### config.mk
export PLATFORM = sky130hd
export DESIGN_NAME = gpp_prog_loader
export DESIGN_NICKNAME = d
export VERILOG_FILES = /design/src/rtl/gpp_prog_loader.sv
export SDC_FILE = /design/constraint.sdc
export NUM_CORES = 1
export LEC_CHECK = 0
export ABC_CLOCK_PERIOD_IN_PS = 2500
export CORE_MARGIN = 2
export CORE_UTILIZATION = 58
export CTS_CLUSTER_DIAMETER = 80
export DETAILED_ROUTE_END_ITERATION = 10
export PLACE_DENSITY = 0.79
export SLEW_MARGIN = 0
export SYNTH_ARGS = -nofsm -noshare
export SYNTH_HDL_FRONTEND = slang
export SYNTH_SLANG_ARGS = --single-unit
### constraint.sdc
create_clock -name clk -period 2.5 [get_ports clk]
set_input_delay 0.375 -clock clk [delete_from_list [all_inputs] [get_ports clk]]
set_output_delay 0.375 -clock clk [all_outputs]
set_load 0.005 [all_outputs]
### src/rtl/gpp_prog_loader.sv
// Streams a length-prefixed, checksummed byte image into the GPP program memory
// and holds the core in reset until a complete, verified image has been written.
module gpp_prog_loader #(
    parameter int DEPTH   = 128,
    parameter int AW      = 8,
    parameter int TIMEOUT = 50000000
) (
    input  logic          clk,
    input  logic          rst_,
    input  logic          start,
    input  logic [7:0]    in_byte,
    input  logic          in_valid,
    output logic          in_ready,
    output logic          mem_we,
    output logic [AW-1:0] mem_addr,
    output logic [15:0]   mem_wdata,
    output logic          core_rst_,
    output logic          busy,
    output logic          done,
    output logic          err,
    output logic [1:0]    err_code
);
    localparam int TW = $clog2(TIMEOUT + 1);

    typedef enum logic [2:0] {
        S_IDLE, S_LEN, S_HI, S_LO, S_CSUM, S_DONE, S_ERR
    } state_e;

    state_e        state_q, state_d;
    logic [7:0]    len_q, len_d;
    logic [AW-1:0] idx_q, idx_d;
    logic [7:0]    sum_q, sum_d;
    logic [7:0]    hi_q, hi_d;
    logic [TW-1:0] tmo_q, tmo_d;
    logic [1:0]    code_q, code_d;
    logic          we_q, we_d;
    logic [AW-1:0] addr_q, addr_d;
    logic [15:0]   wdata_q, wdata_d;
    logic          loading, xfer;

    assign loading = (state_q == S_LEN) || (state_q == S_HI) ||
                     (state_q == S_LO)  || (state_q == S_CSUM);
    assign xfer    = loading && in_valid;

    always_comb begin
        state_d = state_q;
        len_d   = len_q;
        idx_d   = idx_q;
        sum_d   = sum_q;
        hi_d    = hi_q;
        code_d  = code_q;
        we_d    = 1'b0;
        addr_d  = addr_q;
        wdata_d = wdata_q;
        tmo_d   = '0;
        if (loading && !xfer) tmo_d = tmo_q + TW'(1);

        unique case (state_q)
            S_IDLE, S_DONE, S_ERR: begin
                if (start) begin
                    state_d = S_LEN;
                    code_d  = 2'd0;
                end
            end
            S_LEN: begin
                if (xfer) begin
                    if (in_byte == 8'd0 || {1'b0, in_byte} > 9'(DEPTH)) begin
                        state_d = S_ERR;
                        code_d  = 2'd1;
                    end else begin
                        len_d   = in_byte;
                        idx_d   = '0;
                        sum_d   = '0;
                        state_d = S_HI;
                    end
                end
            end
            S_HI: begin
                if (xfer) begin
                    hi_d    = in_byte;
                    sum_d   = sum_q + in_byte;
                    state_d = S_LO;
                end
            end
            S_LO: begin
                // Write is registered; the FSM keeps accepting bytes during the strobe.
                if (xfer) begin
                    sum_d   = sum_q + in_byte;
                    we_d    = 1'b1;
                    addr_d  = idx_q;
                    wdata_d = {hi_q, in_byte};
                    idx_d   = idx_q + AW'(1);
                    if ((AW+1)'(idx_q) + (AW+1)'(1) == (AW+1)'(len_q)) state_d = S_CSUM;
                    else                                                state_d = S_HI;
                end
            end
            S_CSUM: begin
                if (xfer) begin
                    if (in_byte == sum_q) state_d = S_DONE;
                    else begin
                        state_d = S_ERR;
                        code_d  = 2'd2;
                    end
                end
            end
            default: state_d = S_IDLE;
        endcase

        if (loading && !xfer && tmo_d == TW'(TIMEOUT)) begin
            state_d = S_ERR;
            code_d  = 2'd3;
        end
    end

    always_ff @(posedge clk or negedge rst_) begin
        if (!rst_) begin
            state_q <= S_IDLE;
            len_q   <= '0;
            idx_q   <= '0;
            sum_q   <= '0;
            hi_q    <= '0;
            tmo_q   <= '0;
            code_q  <= '0;
            we_q    <= 1'b0;
            addr_q  <= '0;
            wdata_q <= '0;
        end else begin
            state_q <= state_d;
            len_q   <= len_d;
            idx_q   <= idx_d;
            sum_q   <= sum_d;
            hi_q    <= hi_d;
            tmo_q   <= tmo_d;
            code_q  <= code_d;
            we_q    <= we_d;
            addr_q  <= addr_d;
            wdata_q <= wdata_d;
        end
    end

    assign in_ready  = loading;
    assign busy      = loading;
    assign done      = (state_q == S_DONE);
    assign core_rst_ = (state_q == S_DONE);
    assign err       = (state_q == S_ERR);
    assign err_code  = code_q;
    assign mem_we    = we_q;
    assign mem_addr  = addr_q;
    assign mem_wdata = wdata_q;
endmodule
==> reports/summary.txt, run 1 <==
Total of max-cap violations: 0
CTS tree: built
I/O pin count: 44
Clock transition at path regs: 90 ps
Synth top area share: 46.5%
Top cells, area: dfrtp_1 (47%), nand2_1 (8.8%), mux2_2 (3.8%), xnor2_1 (3.7%), xor2_1 (3.5%)
Flop pwr share: 40.0%
Worst-margin pin slew: 519 ps
Layout Nets: 600
Commonest flop: dfrtp_1
Slowest CP cell: clkdlybuf4s50_1
Post-synthesis cell count: 511
Clk root buf: clkbuf_8
DPL Wire Length: 7.69 mm
Sequential cell area: 2200 sq um
Yosys simple share: 26.5%
Largest net degree at the start of global routing: 51
Post-cts resize count: 0
Setup CP Type: reg -> out
Initial antenna violation count: 0
Pre-Place Util: 60.6%
Core Rows: 32
Nets at Floorplan: 533
Clock skew: 9.26 ps
Met3 WL: 489 um
Hold_ws: 475 ps
Clk cell area share: 3.43%
Power Total: 5360 uW
Non-Filler Instances: 685
Met1 Usage GRT: 36.2%
Max Slew Vio Count: 0
Switching Share: 35.7%
Total core area: 7810 sq um
TritonRoute pass-1 iters: 7
Final Hold Fails: 0
First-pass GRT wire length: 18.1 mm
Max Root-Sink Buffers: 2
Combinational gates: 390
Clk latency late pin: 360 ps
PD cells: 942 nW/um^2
DRC Markers: 0
M1 wire length: 4.79 mm
Total number of yosys warnings: 0
Gpl congestion: 0.914
N_taps: 102
Combinational fraction of the cell area: 42.3%
Die X: 94.3 um
Largest power group: combinational logic
Average instance area after synthesis: 9.26 sq um
N_diodes: 0
Net switching power: 1910 uW
Grt met2 use: 41.0%
Worst reg2reg setup slack: 140 ps
Inverter count: 9
Max reg flops: 26
Asr flop ratio synth: 100%
Status: finished clean
EDFF count, synth: 0
Combinational power: 2220 uW
Routed Antenna Nets: 0
Internal: 3450 uW
Global route hottest layer: met2
Compound-Gate Fraction of Synth Area: 9.33%
DR top layer: met4
Most frequent cell after synthesis: nand2_1
CP cell instances: buf_4 > nand2b_4 > or2_2 > inv_1 > clkdlybuf4s50_1
Post-CTS Hold Buffers: 1
Number of cells in Yosys stat: 511
Setup bufs post-CTS: 0
Final Cycle Share: 95.6%
Placed Area: 5470 sq um
CP Capture Point: err
CP required: 2120 ps
Max Clock Freq: 418 MHz
Top delay family on crit path: buffers and inverters
Combinational Power Share: 41.4%
Tool warnings: 26
Critical R2R Launch: tmo_q[2]$_DFF_PN0_
TNS Setup: 0 ps
Synth top cells by count: nand2_1 (111), dfrtp_1 (88), nor2_1 (41)
Setup ws final: 110 ps
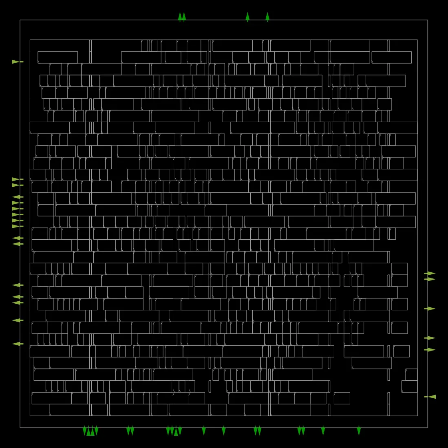
Run 1: placement view
fill cell count: 603
flop count: 88

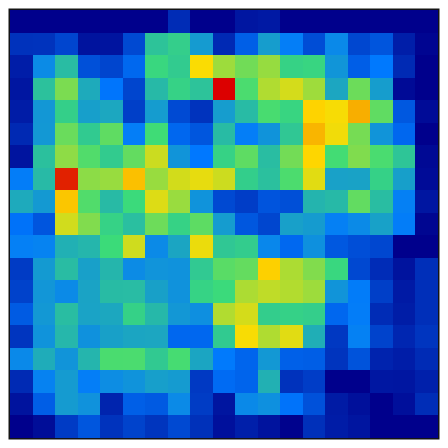
Run 1: wire density map
The die is cut into 19 by 19 equal tiles; dark blue is low, red is high, scaled to the fullest tile. Values are wire area over tile area, all layers added.
nearly empty tiles = 8.9%
mean over tiles = 0.19
emptiest ninth of the die = bottom right
tiles over half the peak = 19%
fullest tile = 0.61
Total Routing Usage GR: 25.9%
Vias: 4009
WL/cell: 15.5 um
drt total wl: 10.6 mm

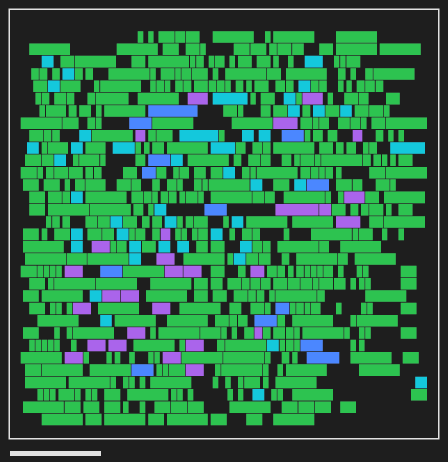
Run 1: sizing map
Bar = 20 um.
blue -> drive 6 and up  # cells 13, most used clkbuf_8
purple -> drive 2  # cells 28, most used mux2_2
cyan -> drive 3 to 4  # cells 44, most used buf_4
green -> drive 1 or less  # cells 498, most used nand2_1

Run 1, clock distribution:
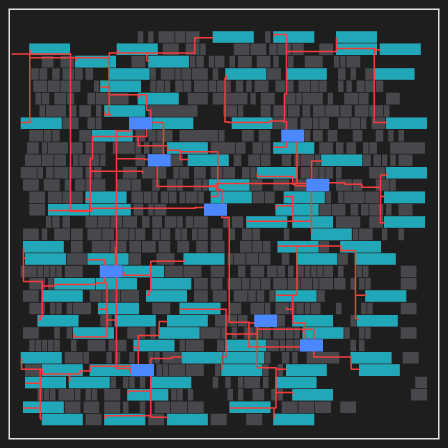

--- run 2 (diff from run 1) ---
Settings changed: RECOVER_POWER set to 25, SLEW_MARGIN 0 to 20.
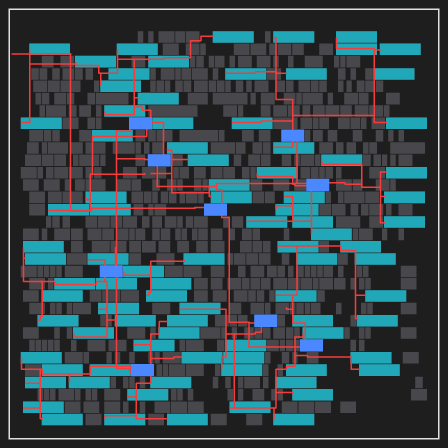
Run 2: clock distribution
blue -> cells driving clock nets  # count 9
red -> clock wires  # length 1060 um
cyan -> flip-flops  # count 88
routed clock nets = 10
clock share of power: 18.6%
clk latency late pin: 360 ps

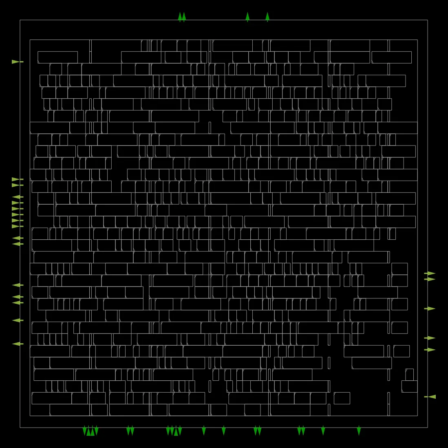
Run 2: placement view
Non-Filler Instances: 685
n_taps: 102
fill cell count: 606

==> run 2 against run 1 <==
First-iteration DRC count down 14%. Hold slack about the same. Power about the same. Sequential cell count unchanged. Sequential power about the same. Critical path depth unchanged. Sequential share of layout area up 0.10 points. Via count about the same. Fmax up 0.15%. Clock skew up 1.3 ps. Critical endpoint unchanged.
==> reports/summary.txt, run 2 <==
Status: finished clean
Post-cts resize count: 0
DR top layer: met4
Combinational gates: 390
Switching Share: 35.7%
Core Rows: 32
Met1 Usage GRT: 36.2%
Layout Nets: 600
Clk cell area share: 3.44%
Net switching power: 1910 uW
Largest net degree at the start of global routing: 51
WL/cell: 15.6 um
Final core occ: 72.7%
Post-Syn Area: 4730 sq um
Average instance area after synthesis: 9.26 sq um
Setup ws final: 114 ps
Max Root-Sink Buffers: 2
Final Hold Fails: 0
Commonest flop: dfrtp_1
Synthesis-to-finish area growth: 19.9%
Global route hottest layer: met2
Power Total: 5360 uW
Seq pwr: 2140 uW
Routed Antenna Nets: 0
CP cell instances: buf_4 > nand2b_4 > or2_2 > inv_1 > clkdlybuf4s50_1
Synth top area share: 46.5%
EDFF count, synth: 0
Compound-Gate Fraction of Synth Area: 9.33%
Most frequent cell after synthesis: nand2_1
Hold_ws: 475 ps
TritonRoute pass-1 iters: 4
Grt met2 use: 41.0%
Total Routing Usage GR: 25.9%
Yosys simple share: 26.5%
DPL Wire Length: 7.69 mm
Combinational Power Share: 41.3%
Setup bufs post-CTS: 0
Top delay family on crit path: buffers and inverters
DR vias/cell: 5.86
Total core area: 7810 sq um
Combinational fraction of the cell area: 42.4%
Tool warnings: 26
Clock skew: 10.6 ps
Worst Path Arrival: 2010 ps
Total number of yosys warnings: 0
Hold Path Class: reg -> reg
Die X: 94.3 um
First-pass GRT wire length: 18.1 mm
Largest power group: combinational logic
M1 wire length: 4.82 mm
Gpl congestion: 0.914
I/O pin count: 44
Vias: 4011
Initial antenna violation count: 0
PD cells: 944 nW/um^2
Pre-Place Util: 60.6%
DRC Markers: 0
N_diodes: 0
Critical R2R Launch: tmo_q[0]$_DFF_PN0_
Max reg flops: 26
Max Clock Freq: 419 MHz
Asr flop ratio synth: 100%
Max Slew Vio Count: 0
Slowest CP cell: clkdlybuf4s50_1
Nets at Floorplan: 533
CTS tree: built
Worst VDD drop: 0.660 mV
Number of cells in Yosys stat: 511
Post-CTS Hold Buffers: 1
Synth top cells by count: nand2_1 (111), dfrtp_1 (88), nor2_1 (41)
Combinational power: 2210 uW
Hold Crit Depth: 2
Clock transition at path regs: 90 ps
Sequential cell area: 2200 sq um
TNS Setup: 0 ps
Worst-margin pin slew: 975 ps
Top reg by flops: tmo_q
Inverter count: 9
Logic family by area: simple AND/OR/NAND/NOR gates
Total of max-cap violations: 0
Flop pwr share: 40.0%
Clk root buf: clkbuf_8
Vias in the first global route: 3794
Internal: 3440 uW
Worst reg2reg setup slack: 130 ps
Post-synthesis cell count: 511
Top cells, area: dfrtp_1 (47%), nand2_1 (8.8%), mux2_2 (3.8%), xnor2_1 (3.7%), xor2_1 (3.5%)
CP required: 2120 ps
CP Capture Point: err
Drt total wl: 10.7 mm
Met3 WL: 467 um
Placed Area: 5470 sq um
Final Cycle Share: 95.4%
Setup CP Type: reg -> out
Flop count: 88
Crit path largest cell delay: 490 ps
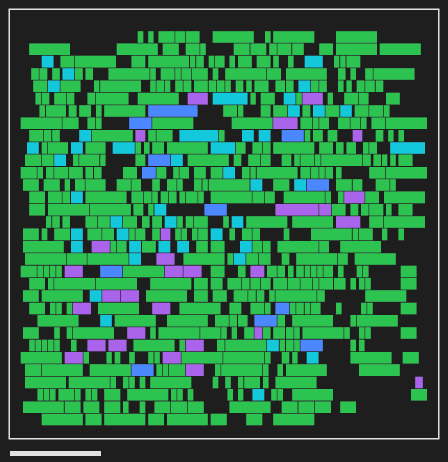
Run 2: sizing map
Bar = 20 um.
cyan -> drive 3 to 4  # cells 44, most used buf_4
green -> drive 1 or less  # cells 498, most used nand2_1
purple -> drive 2  # cells 29, most used mux2_2
blue -> drive 6 and up  # cells 12, most used clkbuf_8

Power figures rest on the tool's default switching activity, not on a simulated workload.
